==> config.mk <==
export PLATFORM = sky130hd
export DESIGN_NAME = eth_frame_former_mc
export DESIGN_NICKNAME = d
export VERILOG_FILES = /design/src/rtl/eth_frame_pkg.sv /design/src/rtl/axis_skid_buf.sv /design/src/rtl/eth_frame_former_mc.sv
export SDC_FILE = /design/constraint.sdc
export NUM_CORES = 1
export LEC_CHECK = 0
export CORE_AREA = 2 2 225 227
export DETAILED_ROUTE_END_ITERATION = 6
export DIE_AREA = 0 0 227 229
export SETUP_SLACK_MARGIN = 0.2
export SLEW_MARGIN = 20
export SYNTH_ARGS = -nofsm -noshare
export SYNTH_HDL_FRONTEND = slang
export SYNTH_SLANG_ARGS = --single-unit
export TNS_END_PERCENT = 20
==> constraint.sdc <==
create_clock -name ACLK -period 5.6 [get_ports ACLK]
set_clock_uncertainty 0.15 [all_clocks]
set_input_delay 0.84 -clock ACLK [delete_from_list [all_inputs] [get_ports ACLK]]
set_output_delay 0.84 -clock ACLK [all_outputs]
set_load 0.01 [all_outputs]
==> src/rtl/eth_frame_pkg.sv <==
// Shared types and header lane packing for the multi-channel Ethernet frame former.
// ETH_FRAME_FORMER_PAD_EN adds the zero-padding state for frames whose payload ends early.
package eth_frame_pkg;

  localparam int unsigned HDR_BYTES = 16;

  typedef struct packed {
    logic [47:0] da;
    logic [47:0] sa;
    logic [15:0] lt;
    logic [15:0] sw;
  } eth_hdr_t;

  typedef enum logic [2:0] {
    StIdle,
    StHdr,
    StPayload,
`ifdef ETH_FRAME_FORMER_PAD_EN
    StPad,
`endif
    StDrain
  } ff_state_e;

  // Header byte b (network order) lands on lane j of beat idx, where b = idx*data_bytes + j.
  function automatic logic [8*HDR_BYTES-1:0] hdr_beat(eth_hdr_t hdr, int unsigned idx,
                                                      int unsigned data_bytes);
    logic [8*HDR_BYTES-1:0] flat;
    logic [8*HDR_BYTES-1:0] beat;
    int unsigned            b;
    flat = hdr;
    beat = '0;
    for (int unsigned j = 0; j < HDR_BYTES; j++) begin
      b = idx * data_bytes + j;
      if (j < data_bytes && b < HDR_BYTES) begin
        beat[8*j +: 8] = flat[8*(HDR_BYTES-1-b) +: 8];
      end
    end
    return beat;
  endfunction

endpackage

==> src/rtl/axis_skid_buf.sv <==
// Two-entry AXI4-Stream register slice: fully registered outputs, ready decoupled from m_ready_i.
module axis_skid_buf #(
  parameter int unsigned W = 65
) (
  input  logic         clk_i,
  input  logic         rst_i,
  input  logic [W-1:0] s_data_i,
  input  logic         s_valid_i,
  output logic         s_ready_o,
  output logic [W-1:0] m_data_o,
  output logic         m_valid_o,
  input  logic         m_ready_i
);

  logic [W-1:0] out_q, skid_q;
  logic         out_vld_q, skid_vld_q;

  always_ff @(posedge clk_i) begin
    if (rst_i) begin
      out_q      <= '0;
      skid_q     <= '0;
      out_vld_q  <= 1'b0;
      skid_vld_q <= 1'b0;
    end else if (m_ready_i || !out_vld_q) begin
      if (skid_vld_q) begin
        out_q      <= skid_q;
        out_vld_q  <= 1'b1;
        skid_vld_q <= 1'b0;
      end else begin
        out_vld_q <= s_valid_i;
        if (s_valid_i) out_q <= s_data_i;
      end
    end else if (s_valid_i && !skid_vld_q) begin
      // Output stalled: park the beat that was accepted on the last registered ready.
      skid_q     <= s_data_i;
      skid_vld_q <= 1'b1;
    end
  end

  assign s_ready_o = !skid_vld_q;
  assign m_data_o  = out_q;
  assign m_valid_o = out_vld_q;

endmodule

==> src/rtl/eth_frame_former_mc.sv <==
// Round-robin multi-channel frame former: 16-byte header + fixed-length payload per frame.
// Define ETH_FRAME_FORMER_PAD_EN to zero-pad early-terminated payloads up to Packet_Size.
module eth_frame_former_mc
  import eth_frame_pkg::*;
#(
  parameter int unsigned DATA_BYTES = 8,
  parameter int unsigned NUM_CH     = 4,
  parameter int unsigned PS_W       = 14
) (
  input  logic                                         ACLK,
  input  logic                                         ARESET,
  input  logic [47:0]                                  Destination_Address,
  input  logic [47:0]                                  Source_Address,
  input  logic [16*NUM_CH-1:0]                         Link_Type,
  input  logic [15:0]                                  SyncWord,
  input  logic [PS_W-1:0]                              Packet_Size,
  input  logic [NUM_CH*8*DATA_BYTES-1:0]               S_TDATA,
  input  logic [NUM_CH-1:0]                            S_TVALID,
  input  logic [NUM_CH-1:0]                            S_TLAST,
  output logic [NUM_CH-1:0]                            S_TREADY,
  output logic [8*DATA_BYTES-1:0]                      M_TDATA,
  output logic [DATA_BYTES-1:0]                        M_TKEEP,
  output logic                                         M_TVALID,
  output logic                                         M_TLAST,
  input  logic                                         M_TREADY,
  output logic [31:0]                                  Frame_Count,
  output logic                                         Frame_Err,
  output logic [((NUM_CH > 1) ? $clog2(NUM_CH) : 1)-1:0] Active_Ch
);

  localparam int unsigned CH_W      = (NUM_CH > 1) ? $clog2(NUM_CH) : 1;
  localparam int unsigned DW        = 8 * DATA_BYTES;
  localparam int unsigned HDR_BEATS = HDR_BYTES / DATA_BYTES;
  localparam int unsigned HI_W      = (HDR_BEATS > 1) ? $clog2(HDR_BEATS) : 1;

  ff_state_e          state_q;
  eth_hdr_t           hdr_q;
  logic [PS_W-1:0]    ps_q, cnt_q;
  logic [HI_W-1:0]    hidx_q;
  logic [CH_W-1:0]    ch_q, last_q;
  logic               err_q;
  logic [31:0]        fcnt_q;

  logic               gnt_valid;
  logic [CH_W-1:0]    gnt_ch, cand;
  logic [8*HDR_BYTES-1:0] hdr_word;
  logic               unused_hdr_word;
  logic               push_valid, push_last, push_fire, buf_ready;
  logic [DW-1:0]      push_data;
  logic [DW-1:0]      s_data_ch;
  logic               s_valid_ch, s_last_ch;
  logic [PS_W-1:0]    cnt_nxt;
  logic               hit;

  // Search starts one past the last granted channel.
  always_comb begin
    gnt_valid = 1'b0;
    gnt_ch    = '0;
    cand      = '0;
    for (int unsigned i = 1; i <= NUM_CH; i++) begin
      cand = CH_W'((32'(last_q) + i) % NUM_CH);
      if (!gnt_valid && S_TVALID[cand]) begin
        gnt_valid = 1'b1;
        gnt_ch    = cand;
      end
    end
    if (Packet_Size == '0) gnt_valid = 1'b0;
  end

  assign s_data_ch  = S_TDATA[ch_q*DW +: DW];
  assign s_valid_ch = S_TVALID[ch_q];
  assign s_last_ch  = S_TLAST[ch_q];
  assign cnt_nxt    = cnt_q + 1'b1;
  assign hit        = (cnt_nxt == ps_q);
  assign hdr_word   = hdr_beat(hdr_q, 32'(hidx_q), DATA_BYTES);
  assign unused_hdr_word = ^hdr_word;

  always_comb begin
    push_valid = 1'b0;
    push_data  = '0;
    push_last  = 1'b0;
    S_TREADY   = '0;
    case (state_q)
      StHdr: begin
        push_valid = 1'b1;
        push_data  = hdr_word[DW-1:0];
      end
      StPayload: begin
        S_TREADY[ch_q] = buf_ready;
        push_valid     = s_valid_ch;
        push_data      = s_data_ch;
`ifdef ETH_FRAME_FORMER_PAD_EN
        push_last      = hit;
`else
        push_last      = s_last_ch || hit;
`endif
      end
`ifdef ETH_FRAME_FORMER_PAD_EN
      StPad: begin
        push_valid = 1'b1;
        push_last  = hit;
      end
`endif
      StDrain: S_TREADY[ch_q] = 1'b1;
      default: ;
    endcase
  end

  assign push_fire = push_valid && buf_ready;

  always_ff @(posedge ACLK) begin
    if (ARESET) begin
      state_q <= StIdle;
      hdr_q   <= '0;
      ps_q    <= '0;
      cnt_q   <= '0;
      hidx_q  <= '0;
      ch_q    <= '0;
      last_q  <= CH_W'(NUM_CH - 1);
      err_q   <= 1'b0;
      fcnt_q  <= '0;
    end else begin
      err_q <= 1'b0;
      if (M_TVALID && M_TREADY && M_TLAST) fcnt_q <= fcnt_q + 32'd1;
      case (state_q)
        StIdle: if (gnt_valid) begin
          hdr_q   <= '{da: Destination_Address, sa: Source_Address,
                       lt: Link_Type[16*gnt_ch +: 16], sw: SyncWord};
          ps_q    <= Packet_Size;
          ch_q    <= gnt_ch;
          last_q  <= gnt_ch;
          cnt_q   <= '0;
          hidx_q  <= '0;
          state_q <= StHdr;
        end
        StHdr: if (push_fire) begin
          hidx_q <= hidx_q + 1'b1;
          if (hidx_q == HI_W'(HDR_BEATS - 1)) state_q <= StPayload;
        end
        StPayload: if (push_fire) begin
          cnt_q <= cnt_nxt;
          if (hit) begin
            err_q   <= !s_last_ch;
            state_q <= s_last_ch ? StIdle : StDrain;
          end else if (s_last_ch) begin
            err_q   <= 1'b1;
`ifdef ETH_FRAME_FORMER_PAD_EN
            state_q <= StPad;
`else
            state_q <= StIdle;
`endif
          end
        end
`ifdef ETH_FRAME_FORMER_PAD_EN
        StPad: if (push_fire) begin
          cnt_q <= cnt_nxt;
          if (hit) state_q <= StIdle;
        end
`endif
        StDrain: if (s_valid_ch && s_last_ch) state_q <= StIdle;
        default: state_q <= StIdle;
      endcase
    end
  end

  axis_skid_buf #(
    .W (DW + 1)
  ) u_skid (
    .clk_i     (ACLK),
    .rst_i     (ARESET),
    .s_data_i  ({push_last, push_data}),
    .s_valid_i (push_valid),
    .s_ready_o (buf_ready),
    .m_data_o  ({M_TLAST, M_TDATA}),
    .m_valid_o (M_TVALID),
    .m_ready_i (M_TREADY)
  );

  assign M_TKEEP     = '1;
  assign Frame_Count = fcnt_q;
  assign Frame_Err   = err_q;
  assign Active_Ch   = ch_q;

endmodule

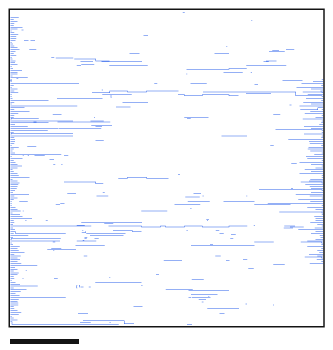
*Met3 routing*
Scale bar: 50 um.
longest straight run = 77.3 um
share of all routed wire = 6.5%
nets with wire on the layer = 339
main direction = horizontal
wire length on this layer = 3,890 um
via count: 16,250
met3 GRT Util: 5.41%
Total Wirelength: 59,900 um

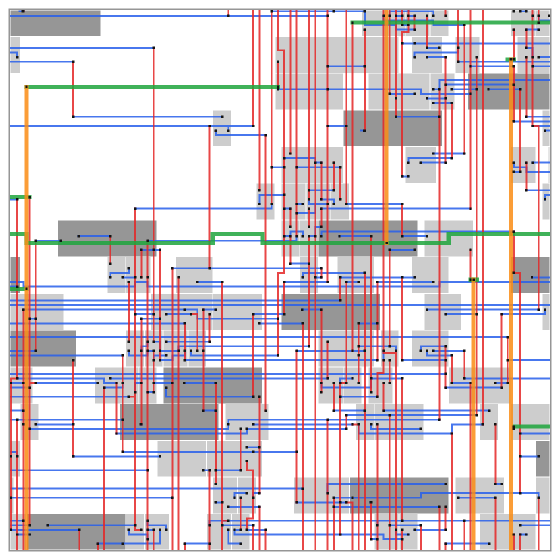
*Close-up of the layout*
Window x 94 to 134, y 49 to 89 um. Cells in gray, sequential cells in the stronger gray; small squares are vias.
blue -> metal 1
red -> metal 2
green -> metal 3
orange -> metal 4
netlist names of flops here include = hdr_q (4), u_skid.skid_q (3), u_skid.m_data_o (2)
cells with their middle in the window = 76
most frequent = a21oi_1 (16), nand2_1 (12)
sequential cells in the window = 11

## state kept, by name, indices dropped and copies added, names as in the netlist
register	flops
last_q	2
u_skid.skid_vld_q	1
ps_q	14
u_skid.m_data_o	65
u_skid.skid_q	65
state_q	2
hdr_q	128
hidx_q	1
u_skid.m_valid_o	1
cnt_q	14
Frame_Err	1
Frame_Count	32
Active_Ch	2
## routing by layer
layer,share of wire [%],global-route usage (%),wire [um],vias to the layer above
li1,-,-,-,7912
met1,40,26.2,24200,7726
met2,50,40.0,29800,502
met3,6.5,5.41,3890,100
met4,3.2,7.46,1930,10
met5,0.11,0,68,-
## stage by stage
step	hold slack, ns	setup slack [ns]	total power [mW]
6_report	0.299	1.87	9.64
2_1_floorplan	0.283	2.50	5.71
4_1_cts	0.303	1.80	9.77
5_1_grt	0.315	1.62	10.2
3_3_place_gp	0.289	1.77	7.18
3_5_place_dp	0.294	1.70	7.25
## area by class of cell
cell class | instances | share of cell area (%)
multi-input cells | 1504 | 40.4
flip-flops and latches | 328 | 27.1
repair buffers | 578 | 23.8
clock buffers | 58 | 4.86
well taps | 672 | 3.46
clock inverters | 11 | 0.268
inverters | 10 | 0.154
diodes | 1 | 0.0103
## logic make-up after synthesis
family	synth area share (%)
mux	16.0
flops	38.4
fa+ha+maj	0.658
simple gates	19.3
xor+xnor	2.15
compound gates	18.6
other cells	0.0219
buf+inv	4.92
## worst max-delay path: cells and delay by family (launching register included)
family / cells / cell delay (ns)
AOI/OAI and AO/OA: 1 / 0.29
adders and majority gates: 1 / 0.52
DFF: 1 / 0.37
buffers and inverters: 2 / 0.76
and+or+nand+nor: 1 / 0.24
==> run summary <==
fresh numbers from the pnr run: status=finished clean, startpoint types=register, 1st-pass router iterations=5, core area=49,700 sq um, worst setup path end=S_TREADY[2], Synth area leaders=dfxtp_1 (38%), mux4_2 (8.8%), a21oi_1 (8.3%), Setup Fix Bufs, Post-CTS=0, Logic pwr share=about two fifths, DIE HEIGHT=229 um, fin crit share=about two thirds, fin. max-slew vios=0, Registers, synthesis=approximately 330, Peak VDD IR=around 0.31 mV, Async SR Flop Fraction=0%, final std cells w/o fill=~3,200, flip-flops with a built-in enable=0, fp_density=34.5%, Tmin final=3.73 ns, RR Startpoint=cnt_q[0], Worst Reg2Reg Path Length in Cells=12, Synth Seq Share=a little under two fifths, fin util=roughly 50%, Synth Flop Type=dfxtp_1, setup repair after global routing missed its margin=no, syn avg cell area=approximately 8.5 sq um, clk sink count=roughly 330, Critical Path Slowest Stage Cell=clkdlybuf4s50_1, clk pwr=2.48 mW, vias in the first global route=between 15,000 and 20,000, final setup fails=0, Placed Area=23,100 sq um, switching share of power=between 30% and 40%, layout cells sized above 1=about an eighth, Hold Path Stages=2, YS chip area=approximately 17,000 sq um, clk latency late pin=roughly 0.55 ns, combinational logic power=approximately 4 mW, PwrDens=around 400 nW/um^2, crit path DRT=between 4 and 5 ns, Slew headroom=31.3%, Hold Path End=hdr_q[106], P_leak=about 9 nW, Design Area, Final=between 20,000 and 25,000 sq um, most numerous logic cells after layout=clkdlybuf4s50_1 (560), nand2_1 (344), dfxtp_1 (324), first-pass GRT wire length=just over 90,000 um, fill cell count=around 4,800, hold wc startpoint=hdr_q[106], Post-DP HPWL=~43,000 um, Synth top area share=a little under two fifths, Post-CTS Hold Buffers=0, Post-Syn Instances=between 2,000 and 2,500, WP data arrival=2.74 ns, fmax=268 MHz, Total Nets Final=a little under 3,000, Syn. warnings=0, GR Overflow Total=0
No activity file was given, so power comes from the tool's default toggle rates.
